==> src/rtl/trigger_pkg.sv <==
// Shared constants and FSM state type for the trigger event sequencer.
package trigger_pkg;

  // Trigger mode encodings
  localparam logic [1:0] TRG_MODE_OR   = 2'd0;
  localparam logic [1:0] TRG_MODE_AND  = 2'd1;
  localparam logic [1:0] TRG_MODE_MAJ  = 2'd2;
  localparam logic [1:0] TRG_MODE_EDGE = 2'd3;

  // Event FIFO word tags (top two bits of every word)
  localparam logic [1:0] TAG_HDR = 2'b01;
  localparam logic [1:0] TAG_TRL = 2'b10;
  localparam logic [1:0] TAG_ABT = 2'b11;

  // Width of the lost-trigger counter
  localparam int unsigned LOST_W = 16;

  // Event sequencing states
  typedef enum logic [2:0] {
    ST_IDLE    = 3'd0,
    ST_ARMED   = 3'd1,
    ST_ACQ     = 3'd2,
    ST_TRAILER = 3'd3,
    ST_HOLDOFF = 3'd4
  } state_t;

endpackage

==> src/rtl/trigger_condition.sv <==
// Registers the detect vector, applies the channel mask and evaluates the
// selected trigger mode. Hit and masked pattern are combinational from the
// registered vector so the sequencer can register its response one cycle later.
module trigger_condition
  import trigger_pkg::*;
#(
  parameter int unsigned N_CH = 8
) (
  input  logic                         Clock,
  input  logic                         Reset,
  input  logic [1:0]                   i_mode,
  input  logic [N_CH-1:0]              i_mask,
  input  logic [$clog2(N_CH+1)-1:0]    i_coincidence,
  input  logic [N_CH-1:0]              i_detect,
  output logic                         o_hit_c,
  output logic [N_CH-1:0]              o_pattern_c
);

  localparam int unsigned CO_W = $clog2(N_CH + 1);

  logic [N_CH-1:0] r_v_q;
  logic [N_CH-1:0] r_m_prev;
  logic [N_CH-1:0] w_m;
  logic [CO_W-1:0] w_pop;
  logic [CO_W-1:0] w_thr;
  logic            w_hit;

  // Input capture and previous masked pattern for edge detection
  always_ff @(posedge Clock) begin
    if (Reset) begin
      r_v_q    <= '0;
      r_m_prev <= '0;
    end else begin
      r_v_q    <= i_detect;
      r_m_prev <= w_m;
    end
  end

  assign w_m = r_v_q & i_mask;

  // Population count of the masked pattern; a zero threshold behaves as one
  always_comb begin
    w_pop = '0;
    for (int i = 0; i < int'(N_CH); i++) begin
      w_pop = w_pop + CO_W'(w_m[i]);
    end
    w_thr = (i_coincidence == '0) ? CO_W'(1) : i_coincidence;
  end

  // Trigger mode selection
  always_comb begin
    w_hit = 1'b0;
    case (i_mode)
      TRG_MODE_OR:   w_hit = |w_m;
      TRG_MODE_AND:  w_hit = (&(w_m | ~i_mask)) && (i_mask != '0);
      TRG_MODE_MAJ:  w_hit = (w_pop >= w_thr);
      TRG_MODE_EDGE: w_hit = |(w_m & ~r_m_prev);
      default:       w_hit = 1'b0;
    endcase
  end

  assign o_hit_c     = w_hit;
  assign o_pattern_c = w_m;

endmodule

==> src/rtl/trigger_event_sequencer.sv <==
// Trigger event sequencer: accepts triggers while armed, gates the sample
// FIFOs for S cycles per event, frames each event into the event FIFO as
// header/trailer (or abort) words and enforces a holdoff after each event.
module trigger_event_sequencer
  import trigger_pkg::*;
#(
  parameter int unsigned N_CH   = 8,
  parameter int unsigned DATA_W = 18,
  parameter int unsigned CNT_W  = 32,
  parameter int unsigned HOLD_W = 16
) (
  input  logic                         Clock,
  input  logic                         Reset,
  input  logic                         Control_Enable,
  input  logic                         Control_Abort,
  input  logic [1:0]                   Control_Mode,
  input  logic [N_CH-1:0]              Control_Channel_Mask,
  input  logic [$clog2(N_CH+1)-1:0]    Control_Coincidence,
  input  logic [CNT_W-1:0]             Control_Sample_Per_Event,
  input  logic [HOLD_W-1:0]            Control_Holdoff,
  input  logic [N_CH-1:0]              TRG_Detect_Vector,
  input  logic                         FIFO_Event_A_Full,
  output logic                         Control_Trigger_Out,
  output logic                         Control_Busy_Out,
  output logic                         ALL_FIFO_Enable,
  output logic                         FIFO_Event_We,
  output logic [DATA_W-1:0]            FIFO_Event_Data,
  output logic [15:0]                  Lost_Trigger_Count
);

  // Event number fills the header bits left between the tag and the pattern
  localparam int unsigned EV_W = DATA_W - 2 - N_CH;
  localparam int unsigned PL_W = DATA_W - 2;

  logic              w_hit;
  logic [N_CH-1:0]   w_pattern;

  state_t            r_state;
  logic              r_trig;
  logic              r_we;
  logic [DATA_W-1:0] r_data;
  logic              r_fen;
  logic              r_busy;
  logic [LOST_W-1:0] r_lost;
  logic [EV_W-1:0]   r_evnum;
  logic [CNT_W-1:0]  r_cnt;
  logic [HOLD_W-1:0] r_hcnt;
  logic [CNT_W-1:0]  r_s;
  logic [HOLD_W-1:0] r_h;

  state_t            w_state_d;
  logic              w_trig_d;
  logic              w_we_d;
  logic [DATA_W-1:0] w_data_d;
  logic              w_fen_d;
  logic              w_busy_d;
  logic [LOST_W-1:0] w_lost_d;
  logic [EV_W-1:0]   w_evnum_d;
  logic [CNT_W-1:0]  w_cnt_d;
  logic [HOLD_W-1:0] w_hcnt_d;
  logic [CNT_W-1:0]  w_s_d;
  logic [HOLD_W-1:0] w_h_d;

  trigger_condition #(
    .N_CH(N_CH)
  ) u_cond (
    .Clock         (Clock),
    .Reset         (Reset),
    .i_mode        (Control_Mode),
    .i_mask        (Control_Channel_Mask),
    .i_coincidence (Control_Coincidence),
    .i_detect      (TRG_Detect_Vector),
    .o_hit_c       (w_hit),
    .o_pattern_c   (w_pattern)
  );

  // State, counters and registered outputs
  always_ff @(posedge Clock) begin
    if (Reset) begin
      r_state <= ST_IDLE;
      r_trig  <= 1'b0;
      r_we    <= 1'b0;
      r_data  <= '0;
      r_fen   <= 1'b0;
      r_busy  <= 1'b0;
      r_lost  <= '0;
      r_evnum <= '0;
      r_cnt   <= '0;
      r_hcnt  <= '0;
      r_s     <= '0;
      r_h     <= '0;
    end else begin
      r_state <= w_state_d;
      r_trig  <= w_trig_d;
      r_we    <= w_we_d;
      r_data  <= w_data_d;
      r_fen   <= w_fen_d;
      r_busy  <= w_busy_d;
      r_lost  <= w_lost_d;
      r_evnum <= w_evnum_d;
      r_cnt   <= w_cnt_d;
      r_hcnt  <= w_hcnt_d;
      r_s     <= w_s_d;
      r_h     <= w_h_d;
    end
  end

  // Next-state and next-output logic; abort always wins over enable and hits.
  // r_cnt counts enable cycles already issued, so it equals samples taken.
  always_comb begin
    w_state_d = r_state;
    w_trig_d  = 1'b0;
    w_we_d    = 1'b0;
    w_data_d  = '0;
    w_fen_d   = 1'b0;
    w_lost_d  = r_lost;
    w_evnum_d = r_evnum;
    w_cnt_d   = r_cnt;
    w_hcnt_d  = r_hcnt;
    w_s_d     = r_s;
    w_h_d     = r_h;

    case (r_state)
      ST_IDLE: begin
        if (Control_Enable && !Control_Abort) begin
          w_state_d = ST_ARMED;
        end
      end

      ST_ARMED: begin
        if (Control_Abort || !Control_Enable) begin
          w_state_d = ST_IDLE;
        end else if (w_hit) begin
          if (!FIFO_Event_A_Full) begin
            w_state_d = ST_ACQ;
            w_trig_d  = 1'b1;
            w_we_d    = 1'b1;
            w_data_d  = {TAG_HDR, r_evnum, w_pattern};
            w_s_d     = Control_Sample_Per_Event;
            w_h_d     = Control_Holdoff;
            w_cnt_d   = '0;
          end else if (r_lost != {LOST_W{1'b1}}) begin
            w_lost_d = r_lost + LOST_W'(1);
          end
        end
      end

      ST_ACQ: begin
        if (Control_Abort) begin
          // Event still open: close it with an abort word
          w_state_d = ST_IDLE;
          w_we_d    = 1'b1;
          w_data_d  = {TAG_ABT, PL_W'(r_cnt)};
          w_evnum_d = r_evnum + EV_W'(1);
        end else if (r_cnt != r_s) begin
          w_fen_d = 1'b1;
          w_cnt_d = r_cnt + CNT_W'(1);
        end else begin
          w_state_d = ST_TRAILER;
          w_we_d    = 1'b1;
          w_data_d  = {TAG_TRL, PL_W'(r_s)};
          w_evnum_d = r_evnum + EV_W'(1);
        end
      end

      ST_TRAILER: begin
        // Trailer already written here, so an abort only returns to idle
        if (Control_Abort) begin
          w_state_d = ST_IDLE;
        end else if (r_h == '0) begin
          w_state_d = Control_Enable ? ST_ARMED : ST_IDLE;
        end else begin
          w_state_d = ST_HOLDOFF;
          w_hcnt_d  = '0;
        end
      end

      ST_HOLDOFF: begin
        if (Control_Abort) begin
          w_state_d = ST_IDLE;
        end else if (HOLD_W'(r_hcnt + HOLD_W'(1)) == r_h) begin
          w_state_d = Control_Enable ? ST_ARMED : ST_IDLE;
        end else begin
          w_hcnt_d = r_hcnt + HOLD_W'(1);
        end
      end

      default: begin
        w_state_d = ST_IDLE;
      end
    endcase

    w_busy_d = (w_state_d == ST_ACQ) || (w_state_d == ST_TRAILER) ||
               (w_state_d == ST_HOLDOFF);
  end

  assign Control_Trigger_Out = r_trig;
  assign Control_Busy_Out    = r_busy;
  assign ALL_FIFO_Enable     = r_fen;
  assign FIFO_Event_We       = r_we;
  assign FIFO_Event_Data     = r_data;
  assign Lost_Trigger_Count  = r_lost;

endmodule
==> config.mk <==
export PLATFORM = sky130hd
export DESIGN_NAME = trigger_event_sequencer
export DESIGN_NICKNAME = d
export VERILOG_FILES = /design/src/rtl/trigger_pkg.sv /design/src/rtl/trigger_condition.sv /design/src/rtl/trigger_event_sequencer.sv
export SDC_FILE = /design/constraint.sdc
export NUM_CORES = 1
export LEC_CHECK = 0
export CAP_MARGIN = 30
export CELL_PAD_IN_SITES_DETAIL_PLACEMENT = 1
export CELL_PAD_IN_SITES_GLOBAL_PLACEMENT = 1
export CORE_ASPECT_RATIO = 2
export CORE_MARGIN = 3
export CORE_UTILIZATION = 44
export DETAILED_ROUTE_END_ITERATION = 7
export PLACE_DENSITY_LB_ADDON = 0.1
export SLEW_MARGIN = 25
export SYNTH_ARGS = -nofsm -noshare
export SYNTH_HDL_FRONTEND = slang
export SYNTH_SLANG_ARGS = --single-unit
==> constraint.sdc <==
create_clock -name Clock -period 12.1 [get_ports Clock]
set_input_delay 2.42 -clock Clock [delete_from_list [all_inputs] [get_ports Clock]]
set_output_delay 2.42 -clock Clock [all_outputs]
set_load 0.05 [all_outputs]
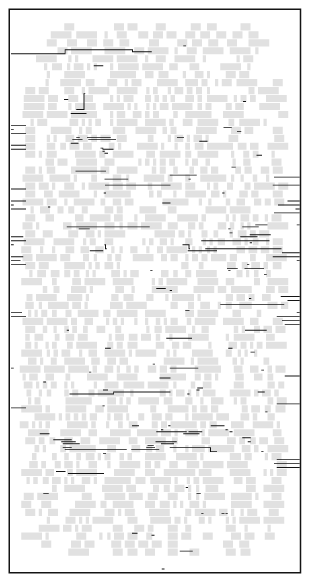
met3.png
- nets with wire on the layer: 99
- main direction: horizontal
- wire length on this layer: 729 um
- share of all routed wire: 2.9%
- longest straight run: 28.1 um
via count: 6,760
met3 Use GR: 3.49%
aggregate routed wire length: 24,700 um

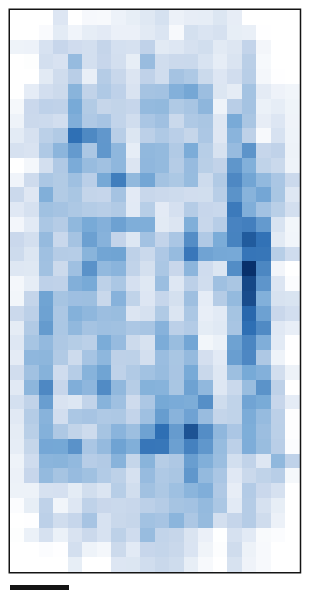
wire_density.png
Bar = 20 um. 20 x 38 tiles, from white (low) to dark blue (high), scaled to the fullest tile. Values are wire area over tile area, all layers added.
- mean over tiles: 0.21
- tiles over half the peak: 11%
- nearly empty tiles: 7.8%
- emptiest ninth of the die: upper right
- fullest tile: 0.74
wire per inst: 21.1 um
Global Route Usage Sum: 26.0%

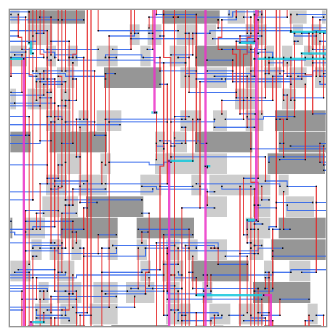
zoom.png
Window x 30 to 70, y 76 to 116 um. Cells in gray, sequential cells in the stronger gray; small squares are vias.
- magenta: met4
- blue: met1
- cyan: met3
- red: met2
- most frequent: dfxtp_1 (16), nor2_1 (16), nand2_1 (11)
- cells with their middle in the window: 99
- netlist names of flops here include: r_cnt (5), FIFO_Event_Data (3), r_state (2)
- sequential cells in the window: 16

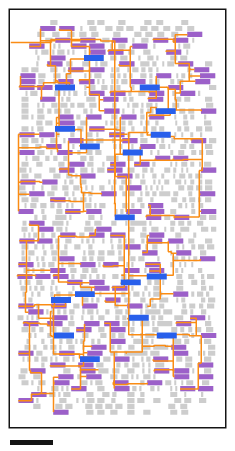
clock_map.png
Bar = 20 um.
- purple: flip-flops (count 161)
- blue: cells driving clock nets (count 17)
- orange: clock wires (length 2,070 um)
- flops lie: widely spread
Clock group: 0.000499 W
clock skew: 9.35 ps

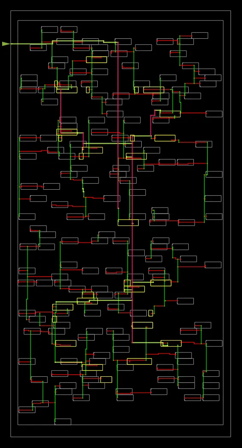
final_clocks.png
registers: 161
clock buf count: 22
clk_lat worst skew: 420 ps
CTS buffer count: 17
CTS sink count: 161

==> impl_metrics.env <==
# physical design summary
export IMPL_finalPower_w=0.00110
export IMPL_row_count=67
export IMPL_postCtsSetupBuffers=0
export IMPL_ff_type="dfxtp_1"
export IMPL_top_cells_by_count="dfxtp_1, nor2_1, nand2_1"
export IMPL_grt_use_met2_pct=52.3
export IMPL_most_common_cell="dfxtp_1"
export IMPL_vias_per_cell=5.79
export IMPL_die_h_um=192
export IMPL_drive_above_1_share_pct=4.79
export IMPL_path_clk_slew_ps=60
export IMPL_chipArea_um2=19000
export IMPL_cts_tree="done"
export IMPL_log_warning_count=27
export IMPL_top_area_cell="dfxtp_1"
export IMPL_cts_buffer_depth=2
export IMPL_grt_ovfl_total=0
export IMPL_logic_family="simple AND/OR/NAND/NOR gates"
export IMPL_firstDrtPassIters=8
export IMPL_final_common_cell="dfxtp_1"
export IMPL_rr_worst_depth=18
export IMPL_avgSynthCellArea_um2=8.93
export IMPL_worstHoldPathType="flip-flop to flip-flop"
export IMPL_worst_slew_pin_slew_ps=847
export IMPL_crit_type="input pin to flip-flop"
export IMPL_root_buffer="clkbuf_16"
export IMPL_initial_core_util_pct=45.2
export IMPL_async_flop_share_pct=0
export IMPL_critPathArrivalTime_ps=8020
export IMPL_yosys_area_um2=7620
export IMPL_wl_met1_um=7900
export IMPL_rsz0062_at_grt="false"
export IMPL_regToRegSetupSlack_ps=6600
export IMPL_reg2reg_to="r_cnt[15]$_SDFFE_PP0P_"
export IMPL_place_gp_congestion=0.920
export IMPL_path_max_fanout=30
export IMPL_placed_area_um2=8890
export IMPL_worst_slack_ps=4420
export IMPL_hold_ws_ps=510
export IMPL_dr_wl_met3_um=729
export IMPL_status="finished clean"
export IMPL_top_layer="met4"
export IMPL_grt_antenna_before_repair=0
export IMPL_power_density_nw_per_um2=117
export IMPL_hold_viol=0
-- worst max-delay path, stage by stage --
cell and delay (ps):
clkdlybuf4s50_1 500, nand2_1 130, ha_1 300, inv_1 50, fa_1 500, fa_1 440, fa_1 420, fa_1 530
inv_1 70, ha_1 300, o211ai_1 90, o2111ai_1 180, a21oi_1 170, nor4_4 260, buf_4 460, o2111ai_2 340
or2_1 350, or3_1 310, a21oi_1 180
-- layout make-up --
class	count	share of cell area [%]
inverters	25	0.996
clock inverters	7	0.664
repair buffers	116	12.2
multi-input cells	630	44.3
clock buffers	22	4.92
flip-flops and latches	161	34.2
well taps	207	2.75
-- registers in the layout (all words and copies together) (netlist names), 16 cells and up --
name                cells
r_h                    16
Lost_Trigger_Count     16
r_cnt                  32
FIFO_Event_Data        18
r_hcnt                 16
r_s                    32
-- worst max-delay path by stage --
stage	cells after the start	slack, ps	endpoint	startpoint
5_1_grt	19	4130	r_cnt[15]$_SDFFE_PP0P_	Control_Channel_Mask[0]
3_5_place_dp	18	3910	r_cnt[30]$_SDFFE_PP0P_	Control_Channel_Mask[0]
6_report	19	4420	r_cnt[15]$_SDFFE_PP0P_	Control_Channel_Mask[0]
2_1_floorplan	17	5440	r_cnt[29]$_SDFFE_PP0P_	Control_Channel_Mask[1]
4_1_cts	18	4290	r_cnt[24]$_SDFFE_PP0P_	Control_Channel_Mask[0]
3_3_place_gp	18	4130	r_cnt[30]$_SDFFE_PP0P_	Control_Channel_Mask[1]
-- power by group --
part           internal [W]  total [W]  switching, W
logic             0.0000337  0.0000667     0.0000331
registers          0.000533   0.000536    0.00000308
clock network      0.000289   0.000499      0.000210
total              0.000856    0.00110      0.000246
Power figures rest on the tool's default switching activity, not on a simulated workload.
